### src/rtl/win_detector.sv
// ---------------------------------------------------------------------------
// win_detector
//   Sliding-window bit-stream detector. Serial samples shift into a WIDTH-bit
//   window (newest sample at bit 0, oldest at the MSB). Once the window holds
//   WIDTH samples, z asserts either on a threshold vote (popcount >= THRESH,
//   mode 0) or on an exact match against PATTERN (mode 1). Rising edges of z
//   on accepted samples are counted in a saturating counter.
//
// Ports
//   clk        in   1               system clock, rising edge
//   rst        in   1               asynchronous reset, active high
//   din_valid  in   1               sample strobe
//   din        in   1               serial sample
//   mode       in   1               0 = threshold vote, 1 = pattern match
//   clear      in   1               synchronous clear, active high
//   z          out  1               detection output, registered
//   full       out  1               window holds WIDTH valid samples
//   ones       out  $clog2(WIDTH+1) popcount of the current window
//   hits       out  CNT_W           saturating count of z rising edges
//
// All outputs come straight from flops; there is no input-to-output
// combinational path.
// ---------------------------------------------------------------------------
module win_detector #(
  parameter int               WIDTH   = 4,
  parameter int               THRESH  = 3,
  parameter logic [WIDTH-1:0] PATTERN = 4'b1011,
  parameter int               CNT_W   = 8
) (
  input  logic                       clk,
  input  logic                       rst,
  input  logic                       din_valid,
  input  logic                       din,
  input  logic                       mode,
  input  logic                       clear,
  output logic                       z,
  output logic                       full,
  output logic [$clog2(WIDTH+1)-1:0] ones,
  output logic [CNT_W-1:0]           hits
);

  localparam int OW = $clog2(WIDTH + 1);

  localparam logic [OW-1:0]    FILL_MAX = OW'(WIDTH);
  localparam logic [OW-1:0]    THRESH_W = OW'(THRESH);
  localparam logic [CNT_W-1:0] HITS_MAX = {CNT_W{1'b1}};

  // State registers and their next-state values
  logic [WIDTH-1:0] win_q,  win_d;
  logic [OW-1:0]    fill_q, fill_d;
  logic             z_q,    z_d;
  logic             full_q, full_d;
  logic [OW-1:0]    ones_q, ones_d;
  logic [CNT_W-1:0] hits_q, hits_d;

  // Window as it would look after accepting din this cycle
  logic [WIDTH-1:0] win_shift;
  logic [OW-1:0]    fill_inc;
  logic [OW-1:0]    pop_shift;
  logic             full_shift;
  logic             z_shift;

  assign win_shift  = {win_q[WIDTH-2:0], din};
  assign fill_inc   = (fill_q == FILL_MAX) ? fill_q : fill_q + 1'b1;
  assign full_shift = (fill_inc == FILL_MAX);

  always_comb begin
    pop_shift = '0;
    for (int i = 0; i < WIDTH; i++) begin
      pop_shift = pop_shift + OW'(win_shift[i]);
    end
  end

  // Detection is suppressed until the window has filled (warm-up).
  assign z_shift = full_shift &&
                   (mode ? (win_shift == PATTERN) : (pop_shift >= THRESH_W));

  // Next-state: clear beats a sample; with neither, everything holds.
  // mode only influences the result when a sample is accepted.
  always_comb begin
    win_d  = win_q;
    fill_d = fill_q;
    z_d    = z_q;
    full_d = full_q;
    ones_d = ones_q;
    hits_d = hits_q;
    if (clear) begin
      win_d  = '0;
      fill_d = '0;
      z_d    = 1'b0;
      full_d = 1'b0;
      ones_d = '0;
      hits_d = '0;
    end else if (din_valid) begin
      win_d  = win_shift;
      fill_d = fill_inc;
      full_d = full_shift;
      ones_d = pop_shift;
      z_d    = z_shift;
      // Count only 0->1 transitions; a z that stays high counts once.
      if (z_shift && !z_q && (hits_q != HITS_MAX)) begin
        hits_d = hits_q + 1'b1;
      end
    end
  end

  always_ff @(posedge clk or posedge rst) begin
    if (rst) begin
      win_q  <= '0;
      fill_q <= '0;
      z_q    <= 1'b0;
      full_q <= 1'b0;
      ones_q <= '0;
      hits_q <= '0;
    end else begin
      win_q  <= win_d;
      fill_q <= fill_d;
      z_q    <= z_d;
      full_q <= full_d;
      ones_q <= ones_d;
      hits_q <= hits_d;
    end
  end

  assign z    = z_q;
  assign full = full_q;
  assign ones = ones_q;
  assign hits = hits_q;

endmodule

### config.mk
export PLATFORM = sky130hd
export DESIGN_NAME = win_detector
export DESIGN_NICKNAME = d
export VERILOG_FILES = /design/src/rtl/win_detector.sv
export SDC_FILE = /design/constraint.sdc
export NUM_CORES = 1
export LEC_CHECK = 0
export ABC_AREA = 1
export CAP_MARGIN = 10
export CORE_AREA = 2 2 54 69
export CTS_BUF_LIST = sky130_fd_sc_hd__clkbuf_16
export CTS_CLUSTER_DIAMETER = 30
export DETAILED_ROUTE_END_ITERATION = 8
export DIE_AREA = 0 0 56 71
export PLACE_DENSITY = 0.68
export SYNTH_ARGS = -nofsm -noshare
export SYNTH_HDL_FRONTEND = slang
export SYNTH_SLANG_ARGS = --single-unit
### constraint.sdc
create_clock -name clk -period 2.15 [get_ports clk]
set_input_delay 0.215 -clock clk [delete_from_list [all_inputs] [get_ports clk]]
set_output_delay 0.215 -clock clk [all_outputs]
set_load 0.02 [all_outputs]
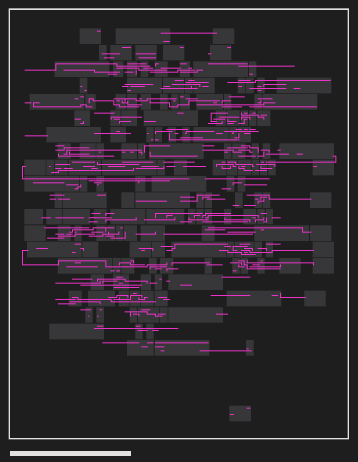
*Metal 1, run 1*
The bar under the picture is 20 um long. Cells faint in the background.
The layer carries 1100 um of wire. 157 nets have wire on it. The layer holds 44% of the routed length. The longest straight run is 27.6 um.
final WL: 2490 um
global routing usage on met1: 16.2%
Vias: 1013

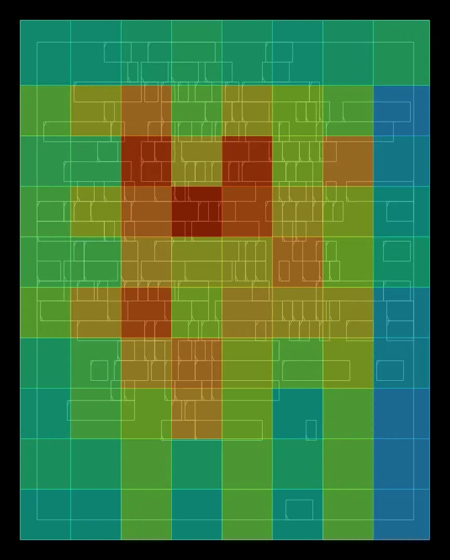
*Track usage over the die, run 1*
GR Util met2: 23.5%
final core utilization: 45.6%

==> run_results.csv, run 1 <==
group,metric,value,unit
outcome,outcome,"finished clean",
cells_and_area,diodes,0,
synth,synth_nets,155,
sta,fmax,0.470,GHz
setup_path,crit_path_frequent_cell,"nor2_1",
synth,ys_async_sr_fraction,100,%
synth,synth_stat.cells,142,
placement,io_buffers,18,
grt,grt_pass1_wl,4280,um
pwr,clock_power_share,44.1,%
die,num_rows,24,
sta,tns,0,ns
synth,synthTopLogicFamily,"simple AND/OR/NAND/NOR gates",
clocking,cts.repair.resized,6,
setup_path,cp-start-kind,"flop",
sta,worst_pin_slew,0.747,ns
pwr,leakage,0.668,nW
pwr,p_comb_share,13.2,%
cells_and_area,top_area_cell_class,"combinational gates",
synth,top_cells_by_area,"dfrtp_1, inv_1, nand2_1",
sta,setup_ws,0.0209,ns
clocking,postCtsSetupRepairBufs,0,
synth,edf_count,0,
cells_and_area,seq_area,475,um2
sta,finalClockPeriodUsage,99.0,%
die,die_area,0.00398,mm2
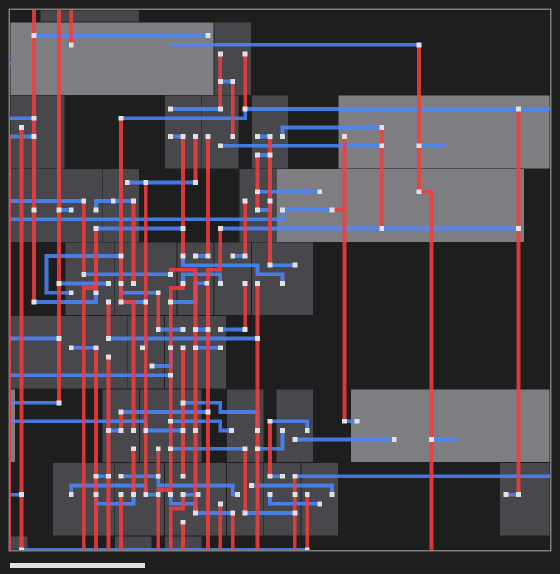
*Zoomed window, run 1*
The bar under the picture is 5 um long. Window x 32 to 52, y 43 to 63 um. Cells in grey, sequential cells in the stronger grey; small squares are vias.
Key: metal 1 = blue; metal 2 = red
Sequential cells in the window: 4. Netlist names of flops here include `hits` (4). Most frequent: nor2_1 (8). 31 logic cells have their middle in the window.

## Run 2: what changed since run 1
Settings changed: DONT_BUFFER_PORTS set to 1, PLACE_DENSITY 0.68 to 0.6, SKIP_LAST_GASP set to 1.
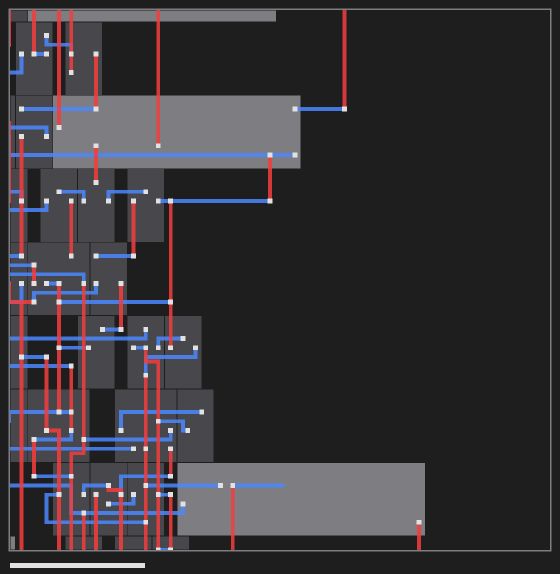
*Zoomed window, run 2*
The bar under the picture is 5 um long. Window x 32 to 52, y 43 to 63 um. Cells in grey, sequential cells in the stronger grey; small squares are vias.
Key: metal 1 = blue; metal 2 = red
Sequential cells in the window: 2. Most frequent: nor2_1 (7), nand2_1 (5). 19 logic cells have their middle in the window. Netlist names of flops here include `hits` (2).

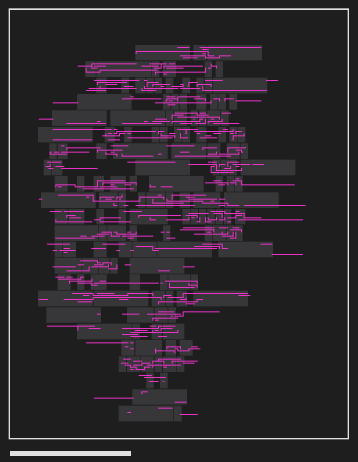
*Metal 1, run 2*
The bar under the picture is 20 um long. Cells faint in the background.
The wires run mostly horizontal. The longest straight run is 12.0 um.
final WL: 2420 um
global routing usage on met1: 14.2%
Vias: 930

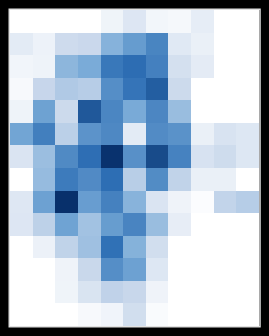
*Wire density map, run 2*
11 x 14 tiles, from white (low) to dark blue (high), scaled to the fullest tile. Values are wire area over tile area, all layers added.
25% of the tiles are over half the peak. The mean over all tiles is 0.097. The densest ninth of the die: centre. The emptiest ninth of the die: lower right.
total track usage: 13.6%
WL/cell: 12.9 um

==> run_results.csv, run 2 <==
group,metric,value,unit
synth,synth_nets,155,
drt,ant_nets,0,
sta,timing.hold.ws,-0.0244,ns
pwr,seq_power,0.377,mW
clocking,cts.repair.resized,5,
sta,setup_ws,0.0206,ns
cells_and_area,fin_util,39.1,%
grt,grt_pass1_wl,4370,um
sta,worst_pin_slew,0.733,ns
clocking,postCtsSetupRepairBufs,0,
cells_and_area,seq_area,475,um2
cells_and_area,diodes,0,
synth,avgSynthCellArea,7.91,um2
clocking,clkTransAtPathRegs,0.06,ns
sta,tns,0,ns
setup_path,critPathArrivalTime,2.27,ns
sta,hold_viol,19,
setup_path,cp-start-kind,"flop",
cells_and_area,flops,19,
synth,edf_count,0,
pwr,powerClk,0.385,mW
die,die_area,0.00398,mm2
worst_hold_path,hold_class,"primary input to async pin",
synth,synth_stat.cells,142,
pwr,p_int,0.648,mW
synth,top_cells_by_area,"dfrtp_1, inv_1, nand2_1",
pwr,p_comb_share,10.6,%
placement,io_buffers,0,
outcome,violations,"hold timing",
sta,finalClockPeriodUsage,99.0,%
outcome,outcome,"finished, violations left",
die,num_rows,24,
synth,adder_share,8.46,%
clocking,htree_levels,1,
cells_and_area,final_nets,162,
synth,synthTopLogicFamily,"simple AND/OR/NAND/NOR gates",
pwr,leakage,0.587,nW
drt,routed_via_density,4.97,
cells_and_area,areaGrowthSynthToFinish,16.9,%
pwr,clock_power_share,45.2,%
grt,met2_usage,24.7,%
synth,yosysChipArea,0.00112,mm2
synth,ys_sh_simple,31.1,%
pwr,pwr-share-seq,44.2,%
pwr,swShare,23.9,%
setup_path,required,2.29,ns
synth,ys_types,21,
cells_and_area,top_area_cell_class,"combinational gates",
synth,ys_async_sr_fraction,100,%
sta,fmax,0.470,GHz
## Run 3: what changed since run 2
Settings changed: CELL_PAD_IN_SITES_DETAIL_PLACEMENT set to 2, CELL_PAD_IN_SITES_GLOBAL_PLACEMENT set to 2, CORE_AREA 2 2 54 69 to 2 2 56 72, DIE_AREA 0 0 56 71 to 0 0 58 74, HOLD_SLACK_MARGIN set to 0.03, PLACE_DENSITY 0.6 to 0.82.
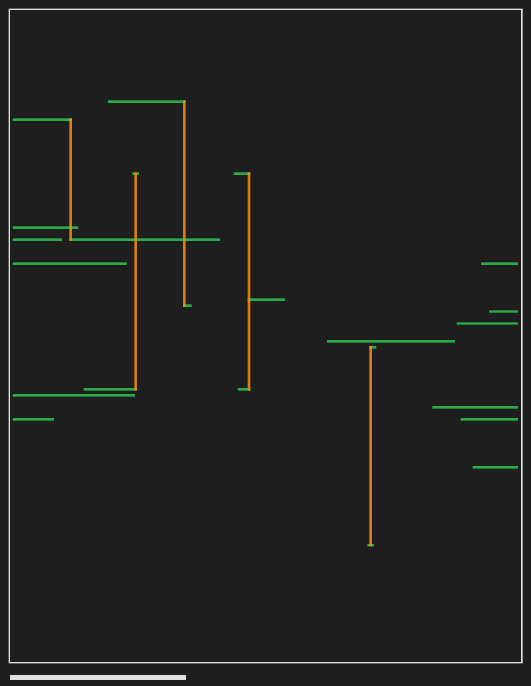
*Wiring by layer, run 3*
The bar under the picture is 20 um long. Only two layers are drawn.
Key: metal 4 = orange [wire length 108 um]; metal 3 = green [wire length 137 um]
final WL: 3600 um
total track usage: 19.1%
WL/cell: 18.5 um
Vias: 1039

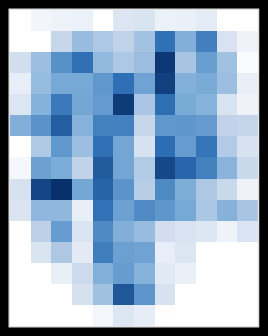
*Wire density map, run 3*
12 x 15 tiles, from white (low) to dark blue (high), scaled to the fullest tile. Values are wire area over tile area, all layers added.
The densest ninth of the die: centre. 18% of the tiles are nearly empty. The mean over all tiles is 0.13. 31% of the tiles are over half the peak. The fullest tile reaches 0.39. The emptiest ninth of the die: lower right.

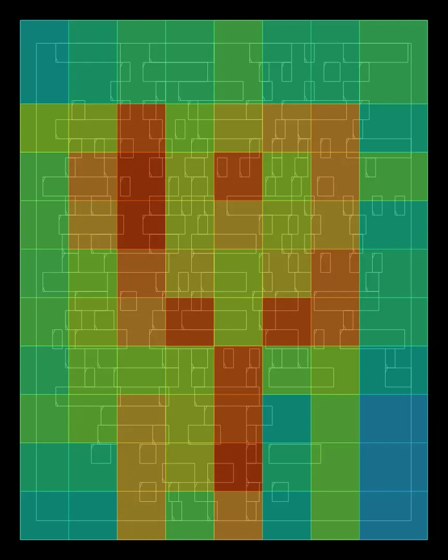
*Track usage over the die, run 3*
final core utilization: 38.3%
GR Util met2: 35.1%

==> run_results.csv, run 3 <==
group,metric,value,unit
sta,tns,-1.05,ns
pwr,powerClk,0.390,mW
sta,hold_viol,0,
clocking,cts.repair.resized,13,
pwr,swShare,25.3,%
clocking,clkTransAtPathRegs,0.06,ns
pwr,pwr-share-seq,43.1,%
sta,setup_violations,8,
clocking,htree_levels,1,
clocking,clk_path_buf_depth,2,
sta,finalClockPeriodUsage,108,%
cells_and_area,diodes,0,
pwr,leakage,0.629,nW
drt,drt_iter0_drc,26,
cells_and_area,fill_cells,425,
grt,use_met1,21.6,%
synth,adder_share,8.46,%
placement,io_buffers,0,
cells_and_area,seq_area,475,um2
cells_and_area,final_nets,169,
worst_hold_path,hold_class,"primary input to flop",
setup_path,cp-start-kind,"flop",
synth,synthTopLogicFamily,"simple AND/OR/NAND/NOR gates",
setup_path,critPathArrivalTime,2.46,ns
pwr,seq_power,0.377,mW
synth,synth_nets,155,
cells_and_area,flops,19,
pwr,p_comb_share,12.4,%
synth,yosysChipArea,0.00112,mm2
synth,synthAoiAreaFrac,8.46,%
synth,ys_async_sr_fraction,100,%
sta,fmax,0.432,GHz
cells_and_area,areaGrowthSynthToFinish,23.8,%
synth,ys_sh_simple,31.1,%
sta,worst_pin_slew,0.768,ns
outcome,outcome,"finished, violations left",
synth,avgSynthCellArea,7.91,um2
pwr,p_int,0.655,mW
clocking,postCtsSetupRepairBufs,5,
die,die_area,0.00429,mm2
synth,synth_stat.cells,142,
grt,grt_pass1_wl,6220,um
synth,top_cells_by_area,"dfrtp_1, inv_1, nand2_1",
pwr,clock_power_share,44.5,%
sta,setup_ws,-0.163,ns
die,num_rows,25,
cells_and_area,layout_top_cell,"inv_1",
outcome,violations,"setup timing",
setup_path,required,2.29,ns
synth,ys_types,21,
Power is estimated from default activity; no workload was simulated.
